[src/rtl/baud_ctrl.sv]
// SPART baud-rate controller: latches the divisor from bus writes, sequences the down counter's
// load strobe and turns each expiry into a one-cycle baud enable. Optional tick: BAUD_TX_TICK_EN.
module baud_ctrl #(
    parameter logic [1:0] LO_ADDR = 2'b10,
    parameter logic [1:0] HI_ADDR = 2'b11
) (
    input  logic        clk,
    input  logic        rst_n,
    input  logic        iocs,
    input  logic        iorw,
    input  logic [1:0]  ioaddr,
    input  logic [7:0]  databus_in,
    input  logic [15:0] count_in,
    output logic [15:0] div_buf,
    output logic        load,
    output logic        baud_en,
    output logic        configured,
    output logic        tx_tick
);

    typedef enum logic [1:0] {
        StCfgWait,
        StLoad,
        StRun
    } state_e;

    state_e state;

    logic bus_wr;
    logic wr_lo;
    logic wr_hi;
    logic expired;
    logic baud_next;

    assign bus_wr  = iocs && !iorw;
    assign wr_lo   = bus_wr && (ioaddr == LO_ADDR);
    assign wr_hi   = bus_wr && (ioaddr == HI_ADDR);
    assign expired = (state == StRun) && (count_in == 16'h0000);

    // A high-byte write restarts the sequence, so the expiry it coincides with is dropped.
    assign baud_next = expired && !wr_hi;

    assign load = (state == StLoad) || expired;

    always_ff @(posedge clk or negedge rst_n) begin
        if (!rst_n) begin
            state      <= StCfgWait;
            div_buf    <= 16'h0000;
            baud_en    <= 1'b0;
            configured <= 1'b0;
        end else begin
            if (wr_lo) begin
                div_buf[7:0] <= databus_in;
            end
            if (wr_hi) begin
                div_buf[15:8] <= databus_in;
            end
            baud_en <= baud_next;
            case (state)
                StCfgWait: begin
                    if (wr_hi) begin
                        state <= StLoad;
                    end
                end
                StLoad: begin
                    configured <= 1'b1;
                    state      <= wr_hi ? StLoad : StRun;
                end
                StRun: begin
                    if (wr_hi) begin
                        state <= StLoad;
                    end
                end
                default: state <= StCfgWait;
            endcase
        end
    end

`ifdef BAUD_TX_TICK_EN
    logic [3:0] tick_cnt;

    // tx_tick is registered alongside baud_en so both rise in the same cycle.
    always_ff @(posedge clk or negedge rst_n) begin
        if (!rst_n) begin
            tick_cnt <= 4'd0;
            tx_tick  <= 1'b0;
        end else begin
            tx_tick <= baud_next && (tick_cnt == 4'd15);
            if (state == StLoad) begin
                tick_cnt <= 4'd0;
            end else if (baud_next) begin
                tick_cnt <= tick_cnt + 4'd1;
            end
        end
    end
`else
    assign tx_tick = 1'b0;
`endif

endmodule

[config.mk]
export PLATFORM = sky130hd
export DESIGN_NAME = baud_ctrl
export DESIGN_NICKNAME = d
export VERILOG_FILES = /design/src/rtl/baud_ctrl.sv
export SDC_FILE = /design/constraint.sdc
export NUM_CORES = 1
export LEC_CHECK = 0
export ABC_AREA = 1
export CORE_MARGIN = 1.5
export CORE_UTILIZATION = 34
export DETAILED_ROUTE_END_ITERATION = 12
export PLACE_DENSITY = 0.8
export SKIP_CTS_REPAIR_TIMING = 1
export SYNTH_ARGS = -nofsm -noshare
export SYNTH_HDL_FRONTEND = slang
export SYNTH_SLANG_ARGS = --single-unit
[constraint.sdc]
create_clock -name clk -period 0.9 [get_ports clk]
set_input_delay 0.09 -clock clk [delete_from_list [all_inputs] [get_ports clk]]
set_output_delay 0.09 -clock clk [all_outputs]
set_load 0.02 [all_outputs]
Fig. 1: run 1, wiring heat map
11 x 11 tiles, from dark blue (low) to red (high), scaled to the fullest tile. Values are wire area over tile area, all layers added.
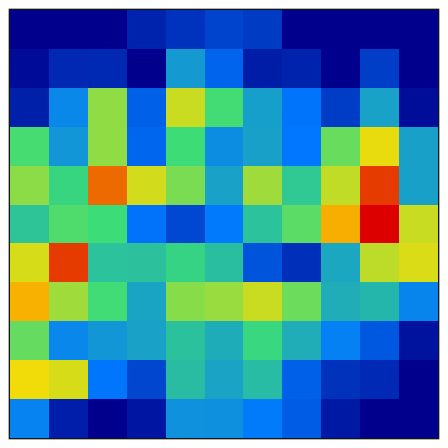
fullest tile	0.33
nearly empty tiles	12%
mean over tiles	0.11
tiles over half the peak	28%
Routed WL: 2130 µm
gr usage total: 14.8%
DR vias: 824
WL per Instance: 11.8 µm

Fig. 2: run 1, routed clock nets over the placement
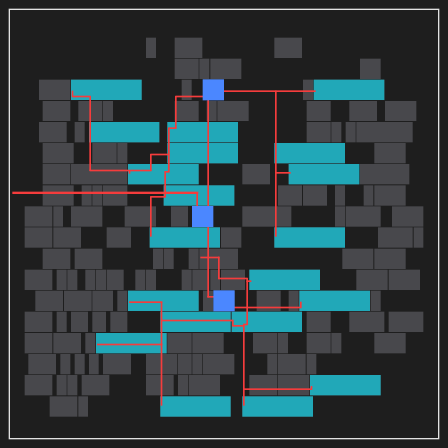
[flip-flops] cyan | count: 20
[clock drivers] blue | count: 3
[clock wires] red | length: 220 µm
routed clock nets	4

Fig. 3: run 1, cell sizes after repair
Bar = 20 µm.
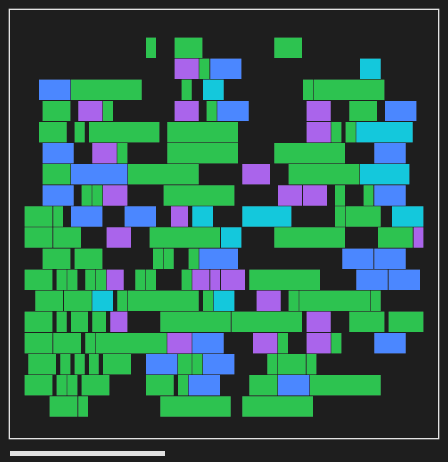
size	colour	cells
_3 and _4 cells	cyan	10
_6 and larger	blue	22
_2 cells	purple	23
_0 and _1 cells	green	96

-- run 1: cell type report --
class	count	area [µm²]	share of cell area, %
clock buffer	4	36.3	2.31
inverter	13	48.8	3.10
multi-input combinational	61	382	24.3
sequential	20	500	31.8
tap	30	37.5	2.39
timing repair buffer	53	568	36.1
-- run 1: routing by layer --
metal	track usage (%)	vias up
li1	-	408
met4	4.88	0
met2	28.0	37
met1	15.7	379
met5	0	-
met3	4.03	0
-- run 1: cells in the final DEF (no fill, tap or decap), types with 2 or more instances in the layout --
cell | synthesis | routed
nand2_2 | 0 | 2
o21ai_2 | 15 | 15
nand3_4 | 1 | 2
clkdlybuf4s50_1 | 0 | 25
nor2_1 | 12 | 11
clkbuf_4 | 0 | 3
buf_6 | 2 | 20
inv_1 | 13 | 11
dlymetal6s2s_1 | 0 | 4
dfrtp_1 | 20 | 20
buf_4 | 1 | 3
nand2_1 | 23 | 21
inv_2 | 0 | 2
-- run 1: through the flow --
step                cell area (µm²)  setup WS [ns]  hold WS, ns
global placement               1440         -0.692        0.444
finish                         1570         -0.426        0.120
global route                   1570         -0.514        0.116
floorplan                       928        0.00754       -0.206
detailed placement             1440         -0.732        0.445
CTS                            1480         -0.968        0.109
-- run 1: report_power, final --
group          switching, mW  total [mW]  internal [mW]
Clock                  0.257       0.504          0.246
Sequential             0.112        1.16           1.05
Combinational          0.433       0.952          0.518
-- run 1: kinds of logic (layout without fill, tap and decap cells) --
group,Yosys count,after routing,synth area share (%)
buf+inv,16,70,8.51
compound gates,17,17,15.7
other cells,1,1,0.405
simple gates,41,43,21.4
flops,20,20,54.1
-- run 1: path summary, 6_finish.rpt --
path                       startpoint          end  slack (ns)  cells after the start
max                          state[0]         load       -0.43                      6
min                             rst_n   div_buf[9]        0.12                      2
max reg2reg                  state[0]      baud_en       -0.13                      6
min reg2reg                  state[0]     state[0]        0.49                      1
max in group asynchronous       rst_n   div_buf[4]        0.65                      2
min in group clk            ioaddr[0]  div_buf[10]        0.25                      3
-- run 1: registers in the layout, summed over array words and instances, names as in the netlist --
| register | cells |
|---|---|
| div_buf | 16 |
| state | 2 |
| configured | 1 |
| baud_en | 1 |
-- run 1: worst max-delay path, delay by kind of cell (launching register included) --
kind | cells | cell delay [ns]
buffers and inverters | 2 | 0.18
DFF | 1 | 0.42
and+or+nand+nor | 4 | 0.34
==> qor.yml, run 1 <==
grt_max_degree: 21
cp.required_ns: 0.81
critPathCaptureType: "output port"
common_cells: "23 x nand2_1, 20 x dfrtp_1, 15 x o21ai_2"
cts_tree: "done"
diodes: 0
final_hold_viol_count: 0
cpMostUsedCell: "nand2_2"
coreArea_um2: 2520
min_period_ns: 1.33
clock_skew_ns: 0.000866
avgSynthCellArea_um2: 9.75
instances_no_fill: 181
fp.dieH_um: 55.2
clockBufferDepth: 2
path_max_fanout: 2
clkTransAtPathRegs_ns: 0.11
path_class: "reg2out"
dr_wl_met3_um: 200
setup_viol: 20
top_area_cell: "dfrtp_1"
grt_pass1_vias: 787
fp_util_pct: 36.7
ys_dominant_reg_cell: "dfrtp_1"
h-tree-depth: 1
final_core_utilization_pct: 62.4
io_pins: 50
synth_flops: 20
hpwl_um: 1540
ir_drop_v: 0.000990
synth.most_common_cell: "nand2_1"
dp_cells: 172
grt_pass1_wl_um: 3170
drc: 0
gr-total-overflow: 0
failed_checks: "negative setup slack"
antenna_found_initial: 0
max_cap_viol_count: 0
synth_nets: 125
rsz0062_at_grt: "yes"
root_buffer: "clkbuf_4"
synthCells: 95
synth-async-reset-ratio_pct: 100
top_area_share_pct: 54.1
avgViaCountPerCell: 4.55
path_cells: "inv_2 -> nand2_2 -> nor2_1 -> nand3_1 -> nand2_2 -> buf_6"
cts_made_buffers: 3
final_nets: 182
topCellsByArea: "dfrtp_1 54%, o21ai_2 14%, nand2_1 9.3%"
synth_area_um2: 926
drt_iter0_drc: 6
critPathArrivalTime_ns: 1.24
area_growth_pct: 69.9
clock.fmax_mhz: 754
gp_congestion: 0.645
clock-sinks: 20
yosys_area_um2: 926
drv_slew: 0
die_x_um: 55.2
row_count: 18
finalSetupTns_ns: -0.960
synth_seq_share_pct: 54.1
fin_ws_ns: -0.426
clock_latency_ns: 0.29
power_density_nw_per_um2: 1660
period_used_pct: 147
status: "finished with violations"
layout-drive-gt1-share_pct: 36.4
warnings: 27
port_buffers: 48
p_total_mw: 2.62
yosysWarnings: 0
leakage_nw: 0.795
drtAntennaViolNets: 0
fill_cells: 219
slowest_stage: "dfrtp_1"
max_stage_delay_ns: 0.42
synth_cell_types: 16
hold_class: "in2async"
critical_path.startpoint_type: "flop"
wl_met2_um: 1100
die_area_um2: 3050
wirelength_met1_um: 827
routed.top_layer: "met3"
yosysCellCount: 95
drt_pass1_iterations: 3
edf_count: 0
==> run 2, diff against run 1 <==
- PLACE_DENSITY: 0.8 -> 0.74
- RECOVER_POWER: unset -> 100
Fig. 4: run 2, placement view
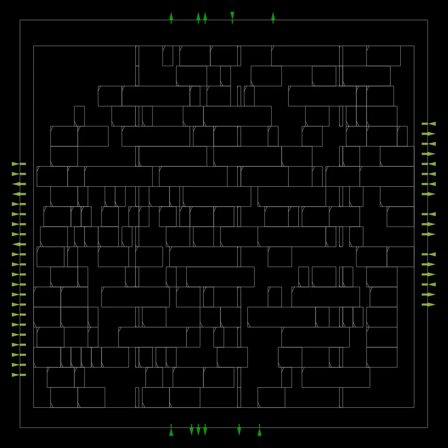
Well Taps: 30
Finished Core Util: 62.2%
fill count: 235
flop count: 20
core area: 2520 µm²

==> qor.yml, run 2 <==
p_sw_uw: 799  # was 803 µW
top_regs: "div_buf (16), state (2)"  # unchanged
grtUsageTotal_pct: 14.3  # was 14.8%
h-tree-depth: 1  # unchanged
synth_nets: 125  # unchanged
path_cells: "inv_2 -> nand2_2 -> nor2_1 -> nand3_1 -> nand2_2 -> buf_6"  # unchanged
area_growth_pct: 69.3  # was 69.9%
hold_class: "in2reg"  # was in2async
critical_path.startpoint_type: "flop"  # unchanged
post_drt_wl_per_cell_um: 11.6  # was 11.8 µm
grt_max_degree: 21  # unchanged
drc: 0  # unchanged
drv_slew: 0  # unchanged
antenna_found_initial: 0  # unchanged
gr-total-overflow: 0  # unchanged
slowest_stage: "dfrtp_1"  # unchanged
largest_reg_flops: 16  # unchanged
period_used_pct: 145  # was 147%
cts_tree: "done"  # unchanged
synthCells: 95  # unchanged
io_pins: 50  # unchanged
p_int_mw: 1.84  # was 1.81 mW
clock.fmax_mhz: 767  # was 754 MHz
grt_pass1_wl_um: 3040  # was 3170 µm
path_class: "reg2out"  # unchanged
fp_util_pct: 36.7  # unchanged
root_buffer: "clkbuf_4"  # unchanged
final_hold_viol_count: 0  # unchanged
final_nets: 186  # was 182
switching_share_pct: 30.3  # was 30.7%
clock-sinks: 20  # unchanged
min_period_ns: 1.30  # was 1.33 ns
layout-drive-gt1-share_pct: 35.5  # was 36.4%
instances_no_fill: 185  # was 181
warnings: 27  # unchanged
max_cap_viol_count: 0  # unchanged
edf_count: 0  # unchanged
critPathCaptureType: "output port"  # unchanged
yosys_area_um2: 926  # unchanged
cp.required_ns: 0.81  # about the same
max_stage_delay_ns: 0.42  # about the same
grt_pass1_vias: 773  # was 787
clockBufferDepth: 2  # unchanged
rrSetupSlack_ns: -0.11  # was -0.13 ns
ir_drop_v: 0.000929  # was 0.000990 V
synth-async-reset-ratio_pct: 100  # unchanged
clkTransAtPathRegs_ns: 0.10  # was 0.11 ns
die_x_um: 55.2  # unchanged
largest_register: "div_buf"  # unchanged
clock_latency_ns: 0.29  # about the same
dp_cells: 173  # was 172
synth_flops: 20  # unchanged
pre_cts_ws_ns: -0.725  # was -0.732 ns
common_cells: "23 x nand2_1, 20 x dfrtp_1, 15 x o21ai_2"  # unchanged
synth_area_um2: 926  # unchanged
hpwl_um: 1480  # was 1540 µm
lay_top_count: "clkdlybuf4s50_1"  # unchanged
leakage_nw: 0.801  # was 0.795 nW
clock_skew_ns: 0.000183  # was 0.000866 ns
fp.dieH_um: 55.2  # unchanged
port_buffers: 48  # unchanged
status: "finished with violations"  # unchanged
wl_um: 2150  # was 2130 µm
p_clk_share_pct: 18.9  # was 19.3%
drt_pass1_iterations: 3  # unchanged
path_max_fanout: 2  # unchanged
diodes: 0  # unchanged
combPwrFrac_pct: 37.2  # was 36.4%
yosysCellCount: 95  # unchanged
vias: 843  # was 824
power_density_nw_per_um2: 1680  # was 1660 nW/µm²
synth_cell_types: 16  # unchanged
drt_iter0_drc: 9  # was 6
row_count: 18  # unchanged
synth.most_common_cell: "nand2_1"  # unchanged
synth_seq_share_pct: 54.1  # unchanged
avgViaCountPerCell: 4.56  # was 4.55
gp_congestion: 0.702  # was 0.645
top_area_share_pct: 54.1  # unchanged
cpMostUsedCell: "nand2_2"  # unchanged
critPathArrivalTime_ns: 1.21  # was 1.24 ns
topCellsByArea: "dfrtp_1 54%, o21ai_2 14%, nand2_1 9.3%"  # unchanged
fin_ws_ns: -0.404  # was -0.426 ns
final_cell_mix: "24 x clkdlybuf4s50_1, 20 x nand2_1, 20 x dfrtp_1"  # was 25 x clkdlybuf4s50_1, 21 x nand2_1, 20 x dfrtp_1, 20 x buf_6, 15 x o21ai_2
top_area_cell: "dfrtp_1"  # unchanged
cts_made_buffers: 3  # unchanged
rsz0062_at_grt: "yes"  # unchanged
drtAntennaViolNets: 0  # unchanged
ys_dominant_reg_cell: "dfrtp_1"  # unchanged
yosysWarnings: 0  # unchanged
setup_viol: 20  # unchanged
avgSynthCellArea_um2: 9.75  # unchanged
die_area_um2: 3050  # unchanged
share_seq_of_total_power_pct: 44.0  # was 44.4%
failed_checks: "negative setup slack"  # unchanged
run 2: cell counts after synthesis:
No cell type changed its count.
run 2: metal layers:
layer	GRT usage (%)	vias up	share of wire, %
met5	0	-	0
met4	6.10	0	0.47
met3	4.84	2	9.7
met2	24.0	39	49
met1	16.5	387	41
li1	-	415	-
run 2: worst max-delay path: cells and delay by family, from the launching register on:
family                 cells  cell delay (ns)
buffers and inverters      2             0.18
flip-flops                 1             0.42
AND/OR/NAND/NOR            4             0.33
run 2: power groups by stage:
stage / clock (mW) / combinational [mW] / sequential (mW)
global placement: 0 / 0.890 / 1.14
CTS: 0.526 / 0.910 / 1.13
global route: 0.567 / 1.06 / 1.18
detailed placement: 0 / 0.909 / 1.14
finish: 0.497 / 0.980 / 1.16
floorplan: 0 / 0.239 / 1.32
run 2: per-stage QoR:
stage	area (µm²)	util, %	hold slack (ns)	setup TNS [ns]	power, mW
finish	1570	62.2	0.198	-0.872	2.64
global route	1570	62.2	0.196	-2.05	2.81
CTS	1490	59.0	0.120	-11.64	2.56
detailed placement	1450	57.5	0.444	-11.29	2.05
global placement	1450	57.5	0.446	-10.15	2.03
floorplan	928	-	-0.206	0	1.56
run 2: logic make-up after synthesis:
logic type / Yosys count / synth area share, %
and+or+nand+nor: 41 / 21.4
DFF: 20 / 54.1
AOI/OAI and AO/OA: 17 / 15.7
buffers and inverters: 16 / 8.51
other: 1 / 0.405
run 2: area by class of cell:
class	instances	area (µm²)
Clock buffer	4	36.3
Fill cell	235	955
Inverter	13	48.8
Multi-Input combinational cell	61	368
Sequential cell	20	500
Tap cell	30	37.5
Timing Repair Buffer	57	577
run 2: final timing paths:
path	startpoint	to	cells past startpoint
min	iorw	state[0]	4
min reg2reg	state[0]	state[0]	1
max	state[0]	load	6
min in group asynchronous	rst_n	div_buf[5]	2
max reg2reg	state[0]	baud_en	6
max in group asynchronous	rst_n	div_buf[0]	2
==> run 3, diff against run 2 <==
- SLEW_MARGIN: unset -> 10
Fig. 5: run 3, placement view
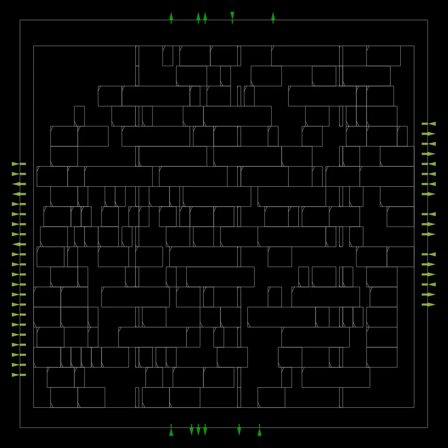
flop share of the area: 31.9%
Non-Filler Instances: 185
Site Rows: 18

==> qor.yml, run 3 <==
max_stage_delay_ns: 0.42  # about the same
fin_ws_ns: -0.404  # unchanged
top_area_cell: "dfrtp_1"  # unchanged
vias: 843  # unchanged
clock.fmax_mhz: 767  # unchanged
rsz0062_at_grt: "yes"  # unchanged
crit_family: "flip-flops"  # unchanged
seq_area_um2: 500  # unchanged
path_class: "reg2out"  # unchanged
final_cell_mix: "24 x clkdlybuf4s50_1, 20 x nand2_1, 20 x dfrtp_1"  # unchanged
port_buffers: 48  # unchanged
diodes: 0  # unchanged
period_used_pct: 145  # unchanged
leakage_nw: 0.801  # unchanged
grt_pass1_wl_um: 3040  # unchanged
gr-total-overflow: 0  # unchanged
avgSynthCellArea_um2: 9.75  # unchanged
grt_max_degree: 21  # unchanged
yosysCellCount: 95  # unchanged
ys_dominant_reg_cell: "dfrtp_1"  # unchanged
common_cells: "23 x nand2_1, 20 x dfrtp_1, 15 x o21ai_2"  # unchanged
antenna_found_initial: 0  # unchanged
grtUsageTotal_pct: 14.3  # unchanged
synth_flops: 20  # unchanged
critPathArrivalTime_ns: 1.21  # about the same
cts_made_buffers: 3  # unchanged
final_nets: 186  # unchanged
post_drt_wl_per_cell_um: 11.6  # unchanged
synth_seq_share_pct: 54.1  # unchanged
gp_congestion: 0.702  # unchanged
top_area_share_pct: 54.1  # unchanged
largest_register: "div_buf"  # unchanged
status: "finished with violations"  # unchanged
cts_tree: "done"  # unchanged
layout-drive-gt1-share_pct: 35.5  # unchanged
ir_drop_v: 0.000929  # unchanged
h-tree-depth: 1  # unchanged
die_area_um2: 3050  # unchanged
cp.required_ns: 0.81  # about the same
avgViaCountPerCell: 4.56  # unchanged
io_pins: 50  # unchanged
largest_reg_flops: 16  # unchanged
synth_nets: 125  # unchanged
dpl-instance-area_um2: 1450  # unchanged
path_cells: "inv_2 -> nand2_2 -> nor2_1 -> nand3_1 -> nand2_2 -> buf_6"  # unchanged
fill_cells: 235  # unchanged
warnings: 27  # unchanged
area_growth_pct: 69.3  # unchanged
top_regs: "div_buf (16), state (2)"  # unchanged
hpwl_um: 1480  # unchanged
root_buffer: "clkbuf_4"  # unchanged
fp_util_pct: 36.7  # unchanged
critical_path.startpoint_type: "flop"  # unchanged
grt_pass1_vias: 773  # unchanged
pre_cts_ws_ns: -0.725  # unchanged
setup_viol: 20  # unchanged
clock_latency_ns: 0.29  # about the same
drtAntennaViolNets: 0  # unchanged
clock-sinks: 20  # unchanged
synth_area_um2: 926  # unchanged
clock_skew_ns: 0.000183  # unchanged
yosysWarnings: 0  # unchanged
synth-async-reset-ratio_pct: 100  # unchanged
failed_checks: "negative setup slack"  # unchanged
path_max_fanout: 2  # unchanged
drt_pass1_iterations: 3  # unchanged
fp.dieH_um: 55.2  # unchanged
clkTransAtPathRegs_ns: 0.10  # about the same
finalInstanceArea_um2: 1570  # unchanged
max_cap_viol_count: 0  # unchanged
logic_area_um2: 368  # unchanged
path_buffers: 2  # unchanged
critPathCaptureType: "output port"  # unchanged
min_period_ns: 1.30  # unchanged
wl_um: 2150  # unchanged
drt_iter0_drc: 9  # unchanged
coreArea_um2: 2520  # unchanged
lay_top_count: "clkdlybuf4s50_1"  # unchanged
synth_cell_types: 16  # unchanged
hold_class: "in2reg"  # unchanged
r2r_cells: 6  # unchanged
cpMostUsedCell: "nand2_2"  # unchanged
yosys_area_um2: 926  # unchanged
final_hold_viol_count: 0  # unchanged
drc: 0  # unchanged
drv_slew: 0  # unchanged
run 3: cell counts after synthesis:
No cell type changed its count.
run 3: per-layer routing:
metal  vias up  share of wire [%]  GRT usage (%)  routed length [µm]
li1        415                  -              -                   -
met1       387                 41           16.5                 884
met2        39                 49           24.0                1040
met3         2                9.7           4.84                 209
met4         0               0.47           6.10                  10
met5         -                  0              0                   0
run 3: worst register-to-register path, stage by stage, from the launching register on:
cell     delay, ns
dfrtp_1       0.42
inv_2         0.07
nand2_2       0.05
nor2_1        0.09
nand3_1       0.10
buf_4         0.14
nor2_1        0.08
run 3: power breakdown:
part | leakage, nW | internal [mW] | total (mW) | switching [mW]
sequential | 0.251 | 1.05 | 1.16 | 0.111
combinational | 0.530 | 0.543 | 0.980 | 0.437
clock | 0.0210 | 0.246 | 0.497 | 0.251
run 3: final cells by class:
cell class | count | share of cell area, %
flip-flops and latches | 20 | 31.9
multi-input cells | 61 | 23.5
repair buffers | 57 | 36.8
inverters | 13 | 3.11
clock buffers | 4 | 2.31
well taps | 30 | 2.39
run 3: kinds of logic (layout without fill, tap and decap cells):
kind of cell | Yosys count | count (layout) | share of synthesized area [%]
and+or+nand+nor | 41 | 43 | 21.4
DFF | 20 | 20 | 54.1
AOI/OAI and AO/OA | 17 | 17 | 15.7
buffers and inverters | 16 | 74 | 8.51
other | 1 | 1 | 0.405
run 3: path summary, 6_finish.rpt:
check	slack [ns]	to	startpoint
setup / recovery	-0.40	load	state[0]
hold / removal	0.20	state[0]	iorw
setup reg to reg	-0.11	baud_en	state[0]
hold reg to reg	0.48	state[0]	state[0]
max in group asynchronous	0.30	div_buf[0]	rst_n
min in group asynchronous	0.28	div_buf[5]	rst_n
run 3: per-stage QoR:
step / total power [mW] / TNS [ns] / std cells / utilization [%] / hold slack [ns]
5_1_grt: 2.81 / -2.05 / 185 / 62.2 / 0.196
3_3_place_gp: 2.03 / -10.15 / 173 / 57.5 / 0.446
3_5_place_dp: 2.05 / -11.29 / 173 / 57.5 / 0.444
4_1_cts: 2.56 / -11.64 / 177 / 59.0 / 0.120
6_report: 2.64 / -0.872 / 185 / 62.2 / 0.198
2_1_floorplan: 1.56 / 0 / 95 / - / -0.206
Power and IR drop assume default switching activity.
